==> config.mk <==
export PLATFORM = sky130hd
export DESIGN_NAME = input_conditioner
export DESIGN_NICKNAME = d
export VERILOG_FILES = /design/src/rtl/input_conditioner.sv
export SDC_FILE = /design/constraint.sdc
export NUM_CORES = 1
export LEC_CHECK = 0
export ABC_AREA = 1
export CAP_MARGIN = 20
export CORE_MARGIN = 2
export CORE_UTILIZATION = 60
export DETAILED_ROUTE_END_ITERATION = 8
export PLACE_DENSITY = 0.78
export SYNTH_ARGS = -nofsm -noshare
export SYNTH_HDL_FRONTEND = slang
export SYNTH_SLANG_ARGS = --single-unit
==> constraint.sdc <==
create_clock -name clk -period 24.8 [get_ports clk]
set_input_delay 4.96 -clock clk [delete_from_list [all_inputs] [get_ports clk]]
set_output_delay 4.96 -clock clk [all_outputs]
set_load 0.05 [all_outputs]
==> src/rtl/input_conditioner.sv <==
// rtl/input_conditioner.sv - synchronize and debounce slide switches and push buttons
module input_conditioner #(
    parameter int DEBOUNCE_CYCLES = 100000
) (
    input  logic        clk,
    input  logic        rst,
    input  logic [15:0] sw_raw,
    input  logic [3:0]  btn_raw,
    input  logic [3:0]  evt_clr,
    output logic [15:0] sw_stable,
    output logic [3:0]  btn_stable,
    output logic [3:0]  btn_press,
    output logic [3:0]  btn_event,
    output logic        change_irq
);

    localparam int NUM_IN = 20;
    localparam int CW = $clog2(DEBOUNCE_CYCLES);
    localparam logic [CW-1:0] LAST = CW'(DEBOUNCE_CYCLES - 1);

    // Switches occupy bits 15:0, buttons bits 19:16 of every per-input vector.
    logic [NUM_IN-1:0] raw;
    logic [NUM_IN-1:0] sync_meta;
    logic [NUM_IN-1:0] sync;
    logic [NUM_IN-1:0] stable;
    logic [NUM_IN-1:0] accept;
    logic [CW-1:0]     cnt [NUM_IN];
    logic [3:0]        btn_rise;

    assign raw        = {btn_raw, sw_raw};
    assign sw_stable  = stable[15:0];
    assign btn_stable = stable[19:16];

    // An input is accepted when it has disagreed with stable for the full count.
    always_comb begin
        accept = '0;
        for (int i = 0; i < NUM_IN; i++) begin
            accept[i] = (sync[i] != stable[i]) && (cnt[i] == LAST);
        end
        btn_rise = accept[19:16] & ~stable[19:16];
    end

    // Two-flop synchronizer per input; only the second stage is used downstream.
    always_ff @(posedge clk or posedge rst) begin
        if (rst) begin
            sync_meta <= '0;
            sync      <= '0;
        end else begin
            sync_meta <= raw;
            sync      <= sync_meta;
        end
    end

    // Per-input debounce counter: clears on agreement or acceptance, otherwise counts up.
    always_ff @(posedge clk or posedge rst) begin
        if (rst) begin
            for (int i = 0; i < NUM_IN; i++) begin
                cnt[i] <= '0;
            end
            stable <= '0;
        end else begin
            for (int i = 0; i < NUM_IN; i++) begin
                if (sync[i] == stable[i] || accept[i]) begin
                    cnt[i] <= '0;
                end else begin
                    cnt[i] <= cnt[i] + 1'b1;
                end
            end
            stable <= stable ^ accept;
        end
    end

    // Press pulses, sticky events (set beats clear) and the change interrupt.
    always_ff @(posedge clk or posedge rst) begin
        if (rst) begin
            btn_press  <= '0;
            btn_event  <= '0;
            change_irq <= 1'b0;
        end else begin
            btn_press  <= btn_rise;
            btn_event  <= (btn_event & ~evt_clr) | btn_press;
            change_irq <= (|accept[15:0]) | (|btn_rise);
        end
    end

endmodule

Run 1, placement by cell class:
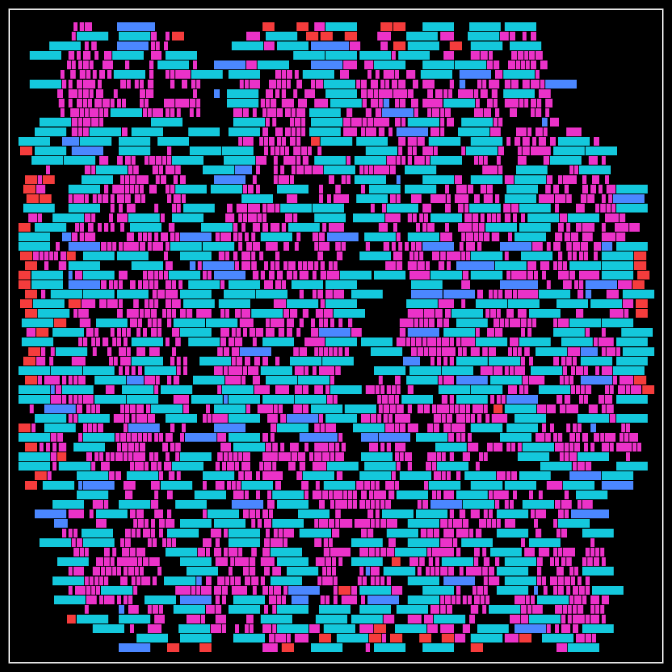
colour	class	cells
red	remaining buffers and delay cells	60
magenta	remaining logic cells	1782
blue	clock drivers and dummy loads	77
cyan	registers	409

Run 1, clock nets:
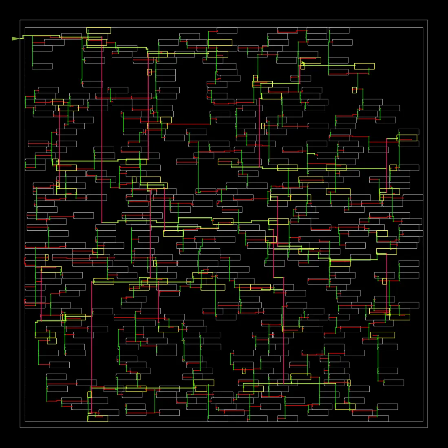
skew final: 0.00935 ns
Num CTS Buffers: 43
FFs & Latches: 409
# clock sinks: 409

Run 1, where the registers sit:
Other sequential cells in the stronger grey, the rest of the logic in the fainter grey.
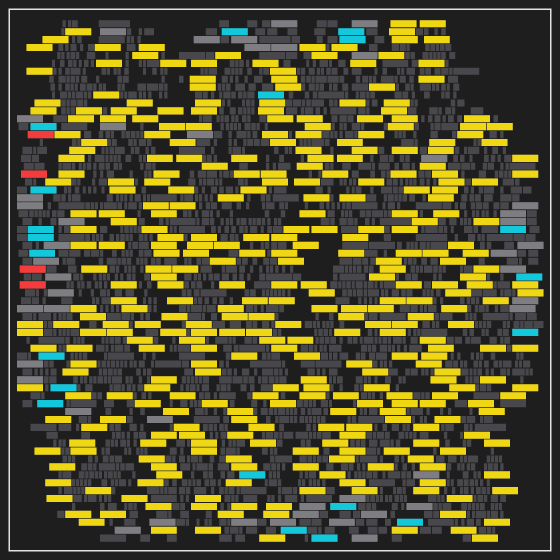
colour	signal	placed flops	where
red	btn_event	4	middle left
yellow	cnt	340	all over the die
cyan	sync_meta	20	all over the die
not coloured	45

==> job_summary.md, run 1 <==
### Metrics collected by this job

| Metric | Value |
|---|---|
| Internal power | `1.11 mW` |
| Per-cell routed wire length | `13.1 um` |
| Row count | `66` |
| Root Buffer | `clkbuf_16` |
| Status | `finished clean` |
| Final hold vios | `0` |
| WHS Path Cells | `0` |
| Detailed-route via count | `14800` |
| CP Class | `flip-flop to primary output` |
| GRT met2 Usage | `39.3%` |
| WL final | `36400 um` |
| Worst-Margin Slew | `0.951 ns` |
| Top cell area share | `51.7%` |
| DR pass1 iterations | `5` |
| Io pins | `55` |
| Crit path required time | `19.84 ns` |
| Gate power share | `3.1%` |
| CTS tree | `done` |
| Layout cell share with drive strength beyond 1 | `11.3%` |
| Die height | `186 um` |
| Worst vdd rail ir drop | `0.0521 mV` |
| Clock Path Buffers | `3` |
| Net Sw Frac | `21.0%` |
| Synth flops | `409` |
| Synth-to-layout area growth | `12.8%` |
| Pwr Density | `62.7 mW/mm2` |
## run 1: power by group through the flow
stage,combinational [mW],sequential [mW],clock [mW]
after detailed placement,0.0445,0.698,0
after floorplan,0.0317,0.696,0
after CTS,0.0451,0.686,0.685
final,0.0432,0.686,0.670
after global placement,0.0429,0.697,0
after global routing,0.0513,0.687,0.716
## run 1: through the flow
stage,hold slack (ns),utilization [%],instance area [um2],std cells,power [mW]
2_1_floorplan,0.331,-,19800,2209,0.728
3_3_place_gp,0.333,64.0,20800,2693,0.740
3_5_place_dp,0.339,64.0,20800,2693,0.742
4_1_cts,0.353,68.6,22300,2770,1.42
5_1_grt,0.357,68.6,22300,2770,1.45
6_report,0.350,68.6,22300,2770,1.40
## run 1: worst max path at each step
stage                    from             to  slack (ns)
finish              flip-flop  btn_stable[0]       18.09
global route              rst       cnt[241]       17.84
CTS                 flip-flop  btn_stable[0]       18.05
detailed placement        rst       cnt[224]       17.57
global placement          rst       cnt[223]       17.59
floorplan                 rst      async pin        8.46
## run 1: per-layer routing
| layer | part of all wire, % | up-vias | wire [um] |
|---|---|---|---|
| li1 | - | 7384 | - |
| met1 | 45 | 7115 | 16400 |
| met2 | 49 | 248 | 18000 |
| met3 | 3.4 | 54 | 1240 |
| met4 | 2.0 | 0 | 710 |
| met5 | 0 | - | 0 |
## run 1: cells by family (layout without fill, tap and decap cells)
group	count (synthesis)	count (layout)	synth area share (%)
compound gates	207	207	6.30
fa+ha+maj	20	20	1.26
mux	17	17	0.967
xor+xnor	102	102	4.51
buf+inv	310	429	6.11
flops	409	409	51.7
simple gates	1144	1144	29.1
## run 1: cell type report
type	count	area, um2	share of cell area [%]
inverters	292	1100	4.94
clock buffers	59	1250	5.59
flip-flops and latches	409	10200	45.8
repair buffers	60	586	2.62
clock inverters	18	253	1.13
multi-input cells	1490	8350	37.4
well taps	442	553	2.48
## run 1: flip-flops by register name (all words and copies together), names as in the netlist, named ones only
register / count
sync_meta: 20
btn_event: 4
cnt: 340
btn_press: 4
change_irq: 1
sync: 20
## run 1: cell usage in the layout, fill, tap and decap left out, types with 43 or more instances in the layout
cell             count
nand3_1            121
nor3_1             115
dfrtp_1            409
inv_1              279
nand2_1            287
clkbuf_16           45
nand4_1             55
nor3b_1             43
nor2_1             352
a21oi_1             80
xor2_1              91
clkdlybuf4s50_1     54
## Run 2: what changed since run 1
==> constraint.sdc (replaced) <==
create_clock -name clk -period 6.3 [get_ports clk]
set_input_delay 1.26 -clock clk [delete_from_list [all_inputs] [get_ports clk]]
set_output_delay 1.26 -clock clk [all_outputs]
set_load 0.05 [all_outputs]
Run 2, clock network drawn from the DEF:
Bar = 50 um.
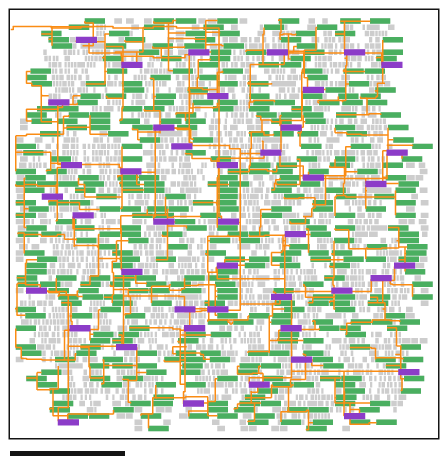
[green] flip-flops | count: 409
[purple] clock-net drivers | count: 43
[orange] clock wires | length: 4740 um
flops lie	all over the die
routed clock nets	44

==> job_summary.md, run 2 <==
### Metrics collected by this job

| Metric | Value |
|---|---|
| Final hold vios | `0 (unchanged)` |
| Gate power share | `3.1% (about the same)` |
| WL final | `35700 um (was 36400 um)` |
| Net Sw Frac | `21.2% (was 21.0%)` |
| Skew final | `0.0164 ns (was 0.00935 ns)` |
| Row count | `66 (unchanged)` |
| Num CTS Buffers | `43 (unchanged)` |
| DP Area | `0.0208 mm2 (about the same)` |
| Root Buffer | `clkbuf_16 (unchanged)` |
| Synth flops | `409 (unchanged)` |
| Crit path required time | `5.04 ns (was 19.84 ns)` |
| CP Class | `flip-flop to primary output (unchanged)` |
| DR pass1 iterations | `7 (was 5)` |
| Top cell area share | `51.7% (unchanged)` |
| Cell area after layout | `0.0223 mm2 (about the same)` |
| Internal power | `4.30 mW (was 1.11 mW)` |
| Pwr Density | `245 mW/mm2 (was 62.7 mW/mm2)` |
| Worst vdd rail ir drop | `0.245 mV (was 0.0521 mV)` |
| Status | `finished clean (unchanged)` |
| Design Power | `5.46 mW (was 1.40 mW)` |
| CTS tree | `done (unchanged)` |
| Biggest register | `cnt (unchanged)` |
| Synth-to-layout area growth | `12.7% (was 12.8%)` |
| Layout cell share with drive strength beyond 1 | `11.2% (was 11.3%)` |
| WHS Path Cells | `0 (unchanged)` |
| Clock Path Buffers | `3 (unchanged)` |
| Max reg flops | `340 (unchanged)` |
| Dominant combinational family | `simple AND/OR/NAND/NOR gates (unchanged)` |
| Commonest Layout Cell | `dfrtp_1 (unchanged)` |
[run 2: cell counts after synthesis]
Identical to the previous run, type by type.
[run 2: layout make-up]
| class | instances | area [um2] |
|---|---|---|
| Clock buffer | 53 | 1190 |
| Inverter | 292 | 1100 |
| Timing Repair Buffer | 59 | 603 |
| Clock inverter | 22 | 274 |
| Tap cell | 442 | 553 |
| Sequential cell | 409 | 10200 |
| Fill cell | 2527 | 10200 |
| Multi-Input combinational cell | 1490 | 8350 |
[run 2: worst max-delay path by stage]
stage / start / end / slack (ns) / depth (start not counted)
after floorplan: rst / async pin / -0.47 / 1
after global placement: rst / btn_event[0] / 3.16 / 3
after detailed placement: rst / async pin / 3.14 / 3
after CTS: btn_press[2] / btn_press[2] / 3.24 / 1
after global routing: btn_press[2] / btn_press[2] / 3.21 / 1
final: btn_press[2] / btn_press[2] / 3.26 / 1
[run 2: cell families (layout without fill, tap and decap cells)]
family	Yosys count	count (layout)
DFF	409	409
AOI/OAI and AO/OA	207	207
adders and majority gates	20	20
buffers and inverters	310	426
muxes	17	17
and+or+nand+nor	1144	1144
xor gates and xnor gates	102	102
[run 2: power by group through the flow]
stage / Combinational [mW] / Sequential, mW / Clock, mW
after global placement: 0.169 / 2.74 / 0
after floorplan: 0.125 / 2.74 / 0
after detailed placement: 0.175 / 2.75 / 0
after global routing: 0.201 / 2.70 / 2.77
after CTS: 0.177 / 2.70 / 2.66
final: 0.170 / 2.70 / 2.59
[run 2: stage by stage]
| stage | cells | hold WS, ns |
|---|---|---|
| after floorplan | 2209 | 0.331 |
| after global placement | 2692 | 0.332 |
| after detailed placement | 2692 | 0.336 |
| after CTS | 2767 | 0.350 |
| after global routing | 2767 | 0.359 |
| final | 2767 | 0.345 |
[run 2: metal layers]
layer | wire (um) | GRT usage (%)
met2 | 17200 | 37.4
met5 | 0 | 0
met3 | 1210 | 3.11
met1 | 16500 | 29.0
met4 | 726 | 5.89
Power is estimated from default activity; no workload was simulated.
